==> config.mk <==
export PLATFORM = sky130hd
export DESIGN_NAME = debug_ctrl
export DESIGN_NICKNAME = d
export VERILOG_FILES = /design/src/rtl/debug_ctrl.sv
export SDC_FILE = /design/constraint.sdc
export NUM_CORES = 1
export LEC_CHECK = 0
export ABC_AREA = 1
export ABC_CLOCK_PERIOD_IN_PS = 2500
export CORE_ASPECT_RATIO = 1.2
export CORE_MARGIN = 2
export CORE_UTILIZATION = 44
export CTS_CLUSTER_DIAMETER = 40
export DETAILED_ROUTE_END_ITERATION = 16
export PLACE_DENSITY = 0.68
export SETUP_SLACK_MARGIN = 0.05
export SLEW_MARGIN = 20
export SYNTH_ARGS = -nofsm -noshare
export SYNTH_HDL_FRONTEND = slang
export SYNTH_SLANG_ARGS = --single-unit
export TNS_END_PERCENT = 5
==> constraint.sdc <==
create_clock -name clk -period 2.5 [get_ports clk]
set_clock_uncertainty 0.1 [all_clocks]
set_input_delay 0.375 -clock clk [delete_from_list [all_inputs] [get_ports clk]]
set_output_delay 0.375 -clock clk [all_outputs]
set_load 0.005 [all_outputs]
==> src/rtl/debug_ctrl.sv <==
// UART-driven debug controller: receives 8N1 command bytes, parses halt/continue/step/breakpoint
// commands and drives the CPU halt request from commands, single-step and breakpoint matches.
module debug_ctrl #(
    parameter int CLKS_PER_BIT = 217
) (
    input  logic        clk,
    input  logic        reset,
    input  logic        rx,
    input  logic [15:0] pc,
    input  logic        fetch,
    output logic        halt,
    output logic [15:0] bp_addr,
    output logic        bp_enable,
    output logic        cmd_error
);
    localparam logic [15:0] BIT_END  = 16'(CLKS_PER_BIT - 1);
    localparam logic [15:0] HALF_END = 16'(CLKS_PER_BIT / 2 - 1);

    typedef enum logic [1:0] {RX_IDLE, RX_START, RX_DATA, RX_STOP} rx_state_t;
    typedef enum logic {P_IDLE, P_ADDR} p_state_t;

    rx_state_t   rx_state, rx_next;
    p_state_t    p_state, p_next;
    logic        rx_meta, rx_sync;
    logic [15:0] baud_cnt;
    logic [2:0]  bit_cnt;
    logic [7:0]  rx_shift, rx_byte;
    logic        rx_valid, baud_tick, frame_err;
    logic [1:0]  nib_cnt;
    logic [15:0] shadow;
    logic        step_pending;
    logic        is_hex, parse_err, load_bp;
    logic [3:0]  nib;
    logic        cmd_h, cmd_c, cmd_s, cmd_x, cmd_b;
    logic        bp_hit, step_hit;

    // Receiver next state; start bit is re-checked at its midpoint to reject glitches.
    always_comb begin
        rx_next   = rx_state;
        frame_err = 1'b0;
        baud_tick = (baud_cnt == ((rx_state == RX_START) ? HALF_END : BIT_END));
        case (rx_state)
            RX_IDLE:  if (!rx_sync) rx_next = RX_START;
            RX_START: if (baud_tick) rx_next = rx_sync ? RX_IDLE : RX_DATA;
            RX_DATA:  if (baud_tick && bit_cnt == 3'd7) rx_next = RX_STOP;
            RX_STOP: begin
                if (baud_tick) begin
                    rx_next   = RX_IDLE;
                    frame_err = !rx_sync;
                end
            end
            default:  rx_next = RX_IDLE;
        endcase
    end

    always_ff @(posedge clk) begin
        if (reset) begin
            rx_meta  <= 1'b1;
            rx_sync  <= 1'b1;
            rx_state <= RX_IDLE;
            baud_cnt <= '0;
            bit_cnt  <= '0;
            rx_shift <= '0;
            rx_byte  <= '0;
            rx_valid <= 1'b0;
        end else begin
            rx_meta  <= rx;
            rx_sync  <= rx_meta;
            rx_state <= rx_next;
            rx_valid <= 1'b0;
            if (rx_next != rx_state || rx_state == RX_IDLE) begin
                baud_cnt <= '0;
                bit_cnt  <= '0;
            end else if (baud_tick) begin
                baud_cnt <= '0;
                bit_cnt  <= bit_cnt + 3'd1;
            end else begin
                baud_cnt <= baud_cnt + 16'd1;
            end
            if (rx_state == RX_DATA && baud_tick)
                rx_shift <= {rx_sync, rx_shift[7:1]};
            if (rx_state == RX_STOP && baud_tick && rx_sync) begin
                rx_byte  <= rx_shift;
                rx_valid <= 1'b1;
            end
        end
    end

    always_comb begin
        is_hex = 1'b1;
        nib    = rx_byte[3:0];
        if (rx_byte >= "0" && rx_byte <= "9")
            nib = rx_byte[3:0];
        else if ((rx_byte >= "A" && rx_byte <= "F") || (rx_byte >= "a" && rx_byte <= "f"))
            nib = rx_byte[3:0] + 4'd9;
        else
            is_hex = 1'b0;
    end

    always_comb begin
        p_next    = p_state;
        parse_err = 1'b0;
        load_bp   = 1'b0;
        cmd_h     = 1'b0;
        cmd_c     = 1'b0;
        cmd_s     = 1'b0;
        cmd_x     = 1'b0;
        cmd_b     = 1'b0;
        if (rx_valid) begin
            case (p_state)
                P_IDLE: begin
                    case (rx_byte)
                        "H":     cmd_h = 1'b1;
                        "C":     cmd_c = 1'b1;
                        "S":     cmd_s = 1'b1;
                        "X":     cmd_x = 1'b1;
                        "B": begin
                            cmd_b  = 1'b1;
                            p_next = P_ADDR;
                        end
                        default: parse_err = 1'b1;
                    endcase
                end
                P_ADDR: begin
                    if (!is_hex) begin
                        parse_err = 1'b1;
                        p_next    = P_IDLE;
                    end else if (nib_cnt == 2'd3) begin
                        load_bp = 1'b1;
                        p_next  = P_IDLE;
                    end
                end
                default: p_next = P_IDLE;
            endcase
        end
    end

    // Fetches are ignored while halted, so step and breakpoint only fire on a running CPU.
    assign bp_hit   = fetch && bp_enable && (pc == bp_addr) && !halt;
    assign step_hit = fetch && step_pending && !halt;

    always_ff @(posedge clk) begin
        if (reset) begin
            p_state      <= P_IDLE;
            nib_cnt      <= '0;
            shadow       <= '0;
            halt         <= 1'b0;
            step_pending <= 1'b0;
            bp_addr      <= '0;
            bp_enable    <= 1'b0;
            cmd_error    <= 1'b0;
        end else begin
            p_state   <= p_next;
            cmd_error <= frame_err | parse_err;
            if (cmd_b || parse_err) begin
                nib_cnt <= '0;
                shadow  <= '0;
            end else if (rx_valid && p_state == P_ADDR) begin
                nib_cnt <= nib_cnt + 2'd1;
                shadow  <= {shadow[11:0], nib};
            end
            if (load_bp) begin
                bp_addr   <= {shadow[11:0], nib};
                bp_enable <= 1'b1;
            end else if (cmd_x) begin
                bp_enable <= 1'b0;
            end
            // Halt sources take priority over a same-cycle continue.
            if (cmd_h || bp_hit || step_hit)
                halt <= 1'b1;
            else if (cmd_c || (cmd_s && halt))
                halt <= 1'b0;
            if (cmd_c || step_hit)
                step_pending <= 1'b0;
            else if (cmd_s && halt)
                step_pending <= 1'b1;
        end
    end
endmodule

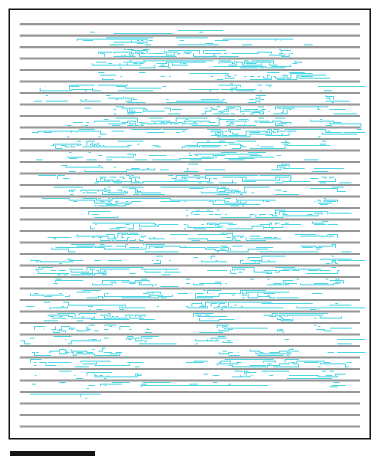
Figure 1: met1 routing.
Scale bar: 20 um. Supply wires on this layer in gray.
The longest straight run is 29.9 um. The layer holds 47% of the routed length.
via count: 2992
aggregate routed wire length: 7035 um
M1 GR Usage: 20.14%

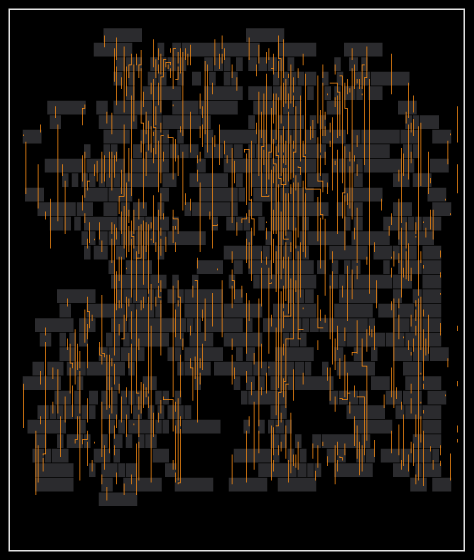
Figure 2: signal wires on met2.
The wires run mostly vertical. The longest straight run is 40.1 um. The layer carries 3270 um of wire. The layer holds 47% of the routed length.

==> Flow_metrics.wiki <==
== Flow metrics ==
{| class="wikitable"
! Metric !! Value
|-
| Initial antenna violation count || 0
|-
| Max-area cell class || logic gates
|-
| Clock network fraction of total power || 44.4%
|-
| Floorplan core area || 7664 um2
|-
| Clock latency on the worst-skew pair || 0.35 ns
|-
| Top Consumer || registers
|-
| Routed length on met3 || 351 um
|-
| Post-detailed-route via-to-cell ratio || 4.929
|-
| Master of the slowest instance on the critical path || sky130_fd_sc_hd__dfxtp_1
|-
| Setup violations, final || 0
|-
| Crit path buf inv count || 2
|-
| Cell Pwr Density || 554.9 nW/um2
|-
| HPWL reported at the end of detailed placement || 5089 um
|-
| Mean routed wirelength per cell || 11.59 um
|-
| Switching power || 0.4897 mW
|-
| Top cells by area, synth || sky130_fd_sc_hd__dfxtp_1 (43%), sky130_fd_sc_hd__nor2_1 (8.5%), sky130_fd_sc_hd__nand2_1 (7.7%), sky130_fd_sc_hd__inv_1 (5.5%), sky130_fd_sc_hd__a21oi_1 (5.2%)
|-
| Most frequent logic cell in the layout || sky130_fd_sc_hd__nor2_1
|-
| Most Used Layer, Global Route || met2
|-
| Category of cells accounting for the largest share of critical-path delay || simple AND/OR/NAND/NOR gates
|-
| Vias in the first global route || 2740
|-
| 1st-iter DRT viols || 101
|-
| H-tree depth || 3
|-
| Top cell area share || 43.29%
|-
| Share of cell area taken by flip-flops and latches || 36.05%
|-
| Final hold slack || 0.3169 ns
|-
| Met2 wire length || 3272 um
|-
| Clk slew on worst S/H paths || 0.08 ns
|-
| Fraction of the yosys area taken by sequential cells || 43.29%
|-
| Fraction of power consumed by sequential logic || 51.9%
|-
| Highest clock frequency the design can meet || 0.4625 GHz
|-
| Row count || 35
|-
| Layout clock area frac || 5.167%
|-
| Worst slack after detailed placement || 0.3877 ns
|-
| Leading register cell type out of synthesis || sky130_fd_sc_hd__dfxtp_1
|-
| Wire length on met1 || 3279 um
|-
| FF-to-FF Start || rx_byte[1]
|-
| Maximum number of pins on one net before global-route repair || 28
|-
| Routability Congestion || 0.8159
|-
| Type of the worst min-delay path || reg2reg
|-
| Hold endpoint || rx_sync
|-
| Critical Path AT || 2.30 ns
|-
| Number of buffers inserted by port buffering || 38
|-
| Number of setup buffers added after CTS || 0
|-
| Final-report hold violation count || 0
|-
| Number of resized instances in the post-cts repair step || 0
|-
| Number of standard cells reported by yosys || 469
|-
| Worst Slack Setup Final || 0.3380 ns
|-
| Fraction of the cycle the final worst path needs || 86.48%
|-
| Cts-stage hold buffer count || 0
|-
| Fp_density || 45.26%
|-
| Slew margin rel. || 65.77%
|-
| FF/Latch Area || 1501 um2
|-
| CTS tree || built
|-
| Worst Path Max Fanout || 22
|-
| Post-Synthesis Net Count || 497
|-
| Non-clock buffering overhead || 10.21%
|-
| Highest routed metal layer || met4
|-
| Run status || complete, no violations
|-
| Inverter tally of the final layout excluding the clock network || 54
|-
| Final worst path period need || 2.162 ns
|-
| Cell repeated most along the worst path || sky130_fd_sc_hd__nand3_1
|-
| Die area || 8612 um2
|-
| R2R setup slack || 0.34 ns
|-
| Final Slew Violations || 0
|-
| Kind of launch point of the worst setup path || flip-flop
|-
| Die span in y || 101.3 um
|-
| I/O pin count || 39
|-
| Number of iterations in the first detailed-routing pass || 4
|-
| Post-layout nets || 539
|-
| Total tool warning count || 29
|-
| DRC violations left || 0
|-
| Netlist area before placement || 3468 um2
|-
| Setup crit start || rx_byte[1]
|-
| Clkbuf count || 10
|-
| Fraction of power consumed by combinational cells || 3.7%
|-
| Relative area change from synthesis to final layout || 20.09%
|-
| Share of flip-flops with an asynchronous set or reset || 0%
|-
| Transition time at the pin with the least slew margin || 0.5088 ns
|-
| Global Route met2 Usage || 29.09%
|-
| P_leak || 1.620 nW
|-
| Comb gates || 327
|-
| Number of distinct library cells after synthesis || 31
|-
| Post-route ant nets || 0
|}
[logic make-up after synthesis]
group / after synthesis / share of synthesized area, %
xor+xnor: 31 / 7.828
fa+ha+maj: 8 / 2.886
simple gates: 211 / 26.77
compound gates: 77 / 11.58
flops: 75 / 43.29
buf+inv: 67 / 7.648
[metrics by stage]
stage	std cells	power, mW	area (um2)	utilization, %
2_1_floorplan	469	1.272	3468	-
3_3_place_gp	592	1.312	3946	51.49
3_5_place_dp	592	1.314	3946	51.49
4_1_cts	607	2.327	4161	54.30
5_1_grt	607	2.387	4165	54.35
6_report	607	2.311	4165	54.35
No activity file was given, so power comes from the tool's default toggle rates.
